==> config.mk <==
export PLATFORM = sky130hd
export DESIGN_NAME = enemy_missile_launcher_flat
export DESIGN_NICKNAME = d
export VERILOG_FILES = /design/src/rtl/enemy_missile_if.sv /design/src/rtl/enemy_missile_launcher.sv /design/src/flat_wrapper.sv
export SDC_FILE = /design/constraint.sdc
export NUM_CORES = 1
export LEC_CHECK = 0
export ABC_AREA = 1
export CAP_MARGIN = 20
export CORE_AREA = 2 2 80 67
export CTS_CLUSTER_DIAMETER = 150
export DETAILED_ROUTE_END_ITERATION = 8
export DIE_AREA = 0 0 82 69
export GPL_ROUTABILITY_DRIVEN = 0
export PLACE_DENSITY = 0.84
export SETUP_SLACK_MARGIN = 0.02
export SLEW_MARGIN = 20
export SYNTH_ARGS = -nofsm -noshare
export SYNTH_HDL_FRONTEND = slang
export SYNTH_SLANG_ARGS = --single-unit
==> constraint.sdc <==
create_clock -name clk -period 1.6 [get_ports clk]
set_clock_uncertainty 0.15 [all_clocks]
set_input_delay 0.32 -clock clk [delete_from_list [all_inputs] [get_ports clk]]
set_output_delay 0.32 -clock clk [all_outputs]
set_load 0.1 [all_outputs]
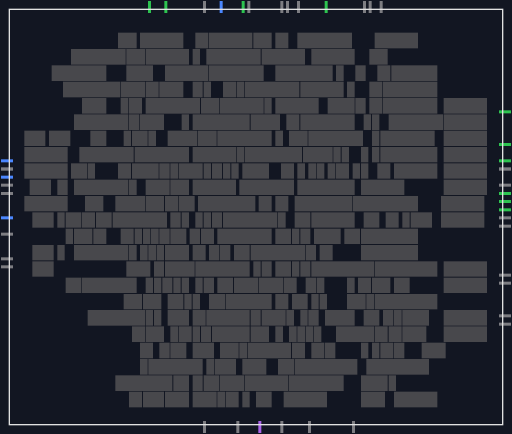
Figure 1: run 1, pin placement.
Drawn at 6 px/um. Pins as bars across the die edge, other pins in grey.
colour	port	pins	direction	edge
purple	bus_launch_valid	1	output	bottom
blue	bus_launch_slot	4	output	3 left, 1 top
green	bus_launch_x	10	output	6 right, 4 top
die width: 82 um
PortBufs: 41
die height: 69 um

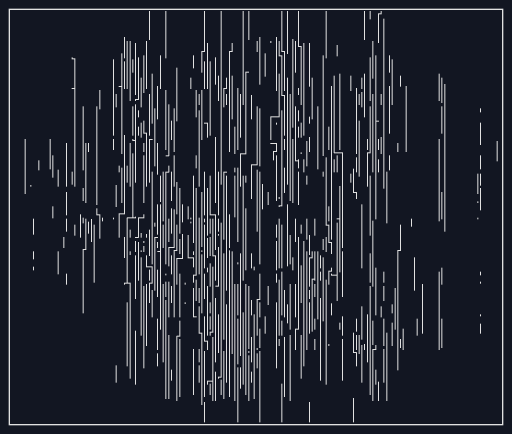
Figure 2: run 1, M2 wires.
Drawn at 6 px/um.
share of all routed wire	52%
nets with wire on the layer	297
wire length on this layer	2970 um
main direction	vertical
global routing usage on met2: 31.3%
vias post-DR: 1976

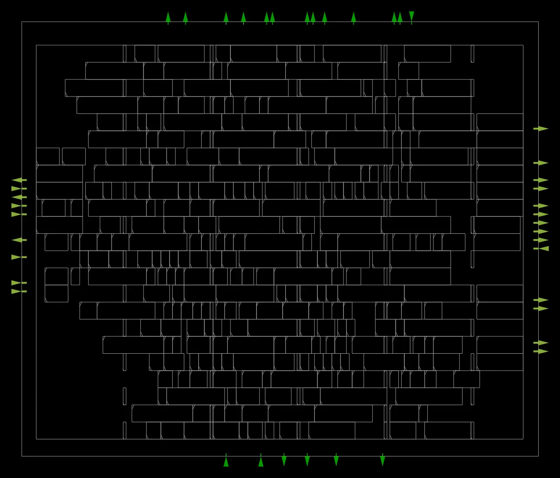
Figure 3: run 1, placement view.
TAP cells: 62
post-layout util: 73.5%
placement row count: 23
Core Footprint: 0.00483 mm2
Seq area share: 31.9%

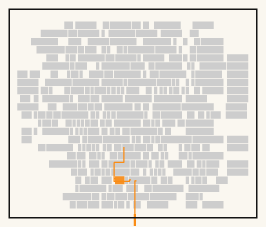
Figure 4: run 1, port wiring.
Drawn at 3 px/um.
colour	port	direction	end cells	wire
orange	bus_launch_valid	output	1	33.3 um
io pins: 42

==> notes.md, run 1 <==
run results: status=finished with violations, failing checks=setup timing, top routing layer in use=met4, WP depth=11, pwr dens=1280 mW/mm2, Total GRT Usage=19.8%, fin nets=332, Syn Inst Count=244, Simple-Gate Fraction of Synth Area=between 20% and 30%, Clock power frac=19.9%, logic gate share of total power=47.8%, unrepaired setup endpoints after global routing=yes, TritonCTS clock tree=done, Setup crit end kind=register, CTS root buffer=clkbuf_8, Final WS setup=-0.143 ns, setup bufs post-CTS=10, internal power=between 2 and 3 mW, Post-route DRC=0, syn_nets=260, sequential cell power=~1.5 mW, Post-synth regs=approximately 44, flop-to-flop setup slack=-0.14 ns, adder share=3.44%, die area=0.00566 mm2, Main logic family=simple AND/OR/NAND/NOR gates, mean post-synth cell area=a little under 9 um2, worst endpoint required time=around 1.6 ns, post-CTS sizing=5, share of the clock period used by the worst path=109%, worst hold path class=input pin to async pin, area grow syn2layout=63.0%, leakage=1.62 nW, f_max=574 MHz, Reg clk slew, reported paths=0.08 ns, met1 Track Usage GR=~27%, count of final setup violators=33
[run 1: logic make-up after synthesis]
logic type	after synthesis
and+or+nand+nor	119
buffers and inverters	38
adders and majority gates	6
xor gates and xnor gates	4
AOI/OAI and AO/OA	33
DFF	44
[run 1: cell type report]
| type | count | share of cell area, % |
|---|---|---|
| Clock buffer | 6 | 2.32 |
| Tap cell | 62 | 2.18 |
| Multi-Input combinational cell | 162 | 30.1 |
| Sequential cell | 44 | 31.9 |
| Inverter | 31 | 3.63 |
| Timing Repair Buffer | 72 | 28.8 |
| Clock inverter | 2 | 1.09 |
[run 1: Yosys cell counts (4+ instances only)]
cell     count
dfrtp_1     39
inv_2        4
o21ai_0      9
o21ai_2      7
nand3_1     17
nand2_2      4
ha_1         6
nand2_1     71
nor2_1      13
o21ai_1      5
buf_4        5
dfstp_2      5
inv_1       23
==> run 2: changes to the inputs <==
--- a/config.mk
+++ b/config.mk
@@ -12,6 +12,7 @@
 export DETAILED_ROUTE_END_ITERATION = 8
 export DIE_AREA = 0 0 82 69
 export GPL_ROUTABILITY_DRIVEN = 0
+export HOLD_SLACK_MARGIN = 0.08
 export PLACE_DENSITY = 0.84
 export SETUP_SLACK_MARGIN = 0.02
 export SLEW_MARGIN = 20
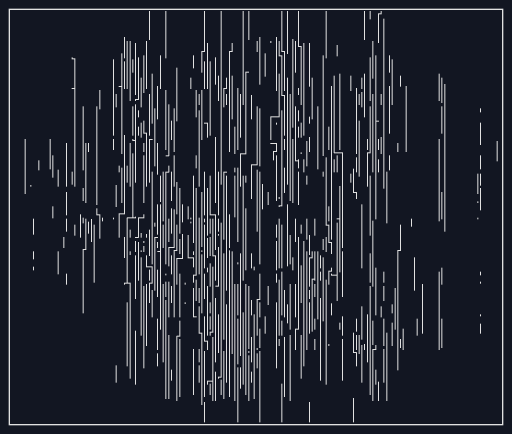
Figure 5: run 2, M2 wires.
Drawn at 6 px/um.
share of all routed wire	52%
main direction	vertical
routed wire length: 5740 um

==> run 2 against run 1 <==
  * The run still ends with setup timing left
  * Register-to-register slack about the same
  * First-iteration DRC count unchanged
  * Critical path type unchanged
  * Utilization is the same
  * Global-route usage unchanged
==> notes.md, run 2 <==
run results: TritonCTS clock tree=done, worst endpoint required time=1.63 ns (about the same), unrepaired setup endpoints after global routing=yes, flop-to-flop setup slack=-0.14 ns (about the same), Clock-cell share=3.41% (unchanged), logic share of the area=30.1% (unchanged), status=finished with violations, CTS root buffer=clkbuf_8, mean post-synth cell area=8.94 um2 (unchanged), failing checks=setup timing, fin nets=332 (unchanged), Flops=44 (unchanged), Seq area share=31.9% (unchanged), Final WS setup=-0.143 ns (unchanged), Data buffer area share=28.8% (unchanged), count of final setup violators=33 (unchanged), placement row count=23 (unchanged), leakage=1.62 nW (unchanged), top routing layer in use=met4, worst hold path class=input pin to async pin, post-CTS sizing=5 (unchanged), pwr dens=1280 mW/mm2 (unchanged), Inverters=31 (unchanged), die width=82 um (unchanged), cell kind with the greatest summed area=sequential cells, Total GRT Usage=19.8% (unchanged), Post-synth regs=44 (unchanged), sequential cell power=1.47 mW (about the same)
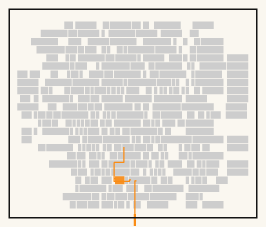
Figure 6: run 2, port wiring.
Drawn at 3 px/um.
colour	port	direction	end cells	wire
orange	bus_launch_valid	output	1	33.3 um

-- run 2: cell counts after synthesis --
No cell type changed its count.
-- run 2: through the flow --
| step | setup TNS, ns | power, mW | utilization, % | instances |
|---|---|---|---|---|
| detailed placement | -7.37 | 3.21 | 64.9 | 357 |
| CTS | -0.628 | 4.27 | 69.2 | 375 |
| global placement | -6.83 | 3.16 | 64.9 | 357 |
| finish | -1.90 | 4.56 | 73.5 | 379 |
| floorplan | -0.953 | 2.59 | - | 244 |
| global route | -5.25 | 4.75 | 73.5 | 379 |
-- run 2: cells by family (layout without fill, tap and decap cells) --
kind of cell	Yosys count	after routing	share of synthesized area, %
compound gates	33	33	9.98
xor+xnor	4	4	1.61
fa+ha+maj	6	6	3.44
buf+inv	38	111	8.38
flops	44	44	50.8
simple gates	119	119	25.8
Power and IR drop assume default switching activity.
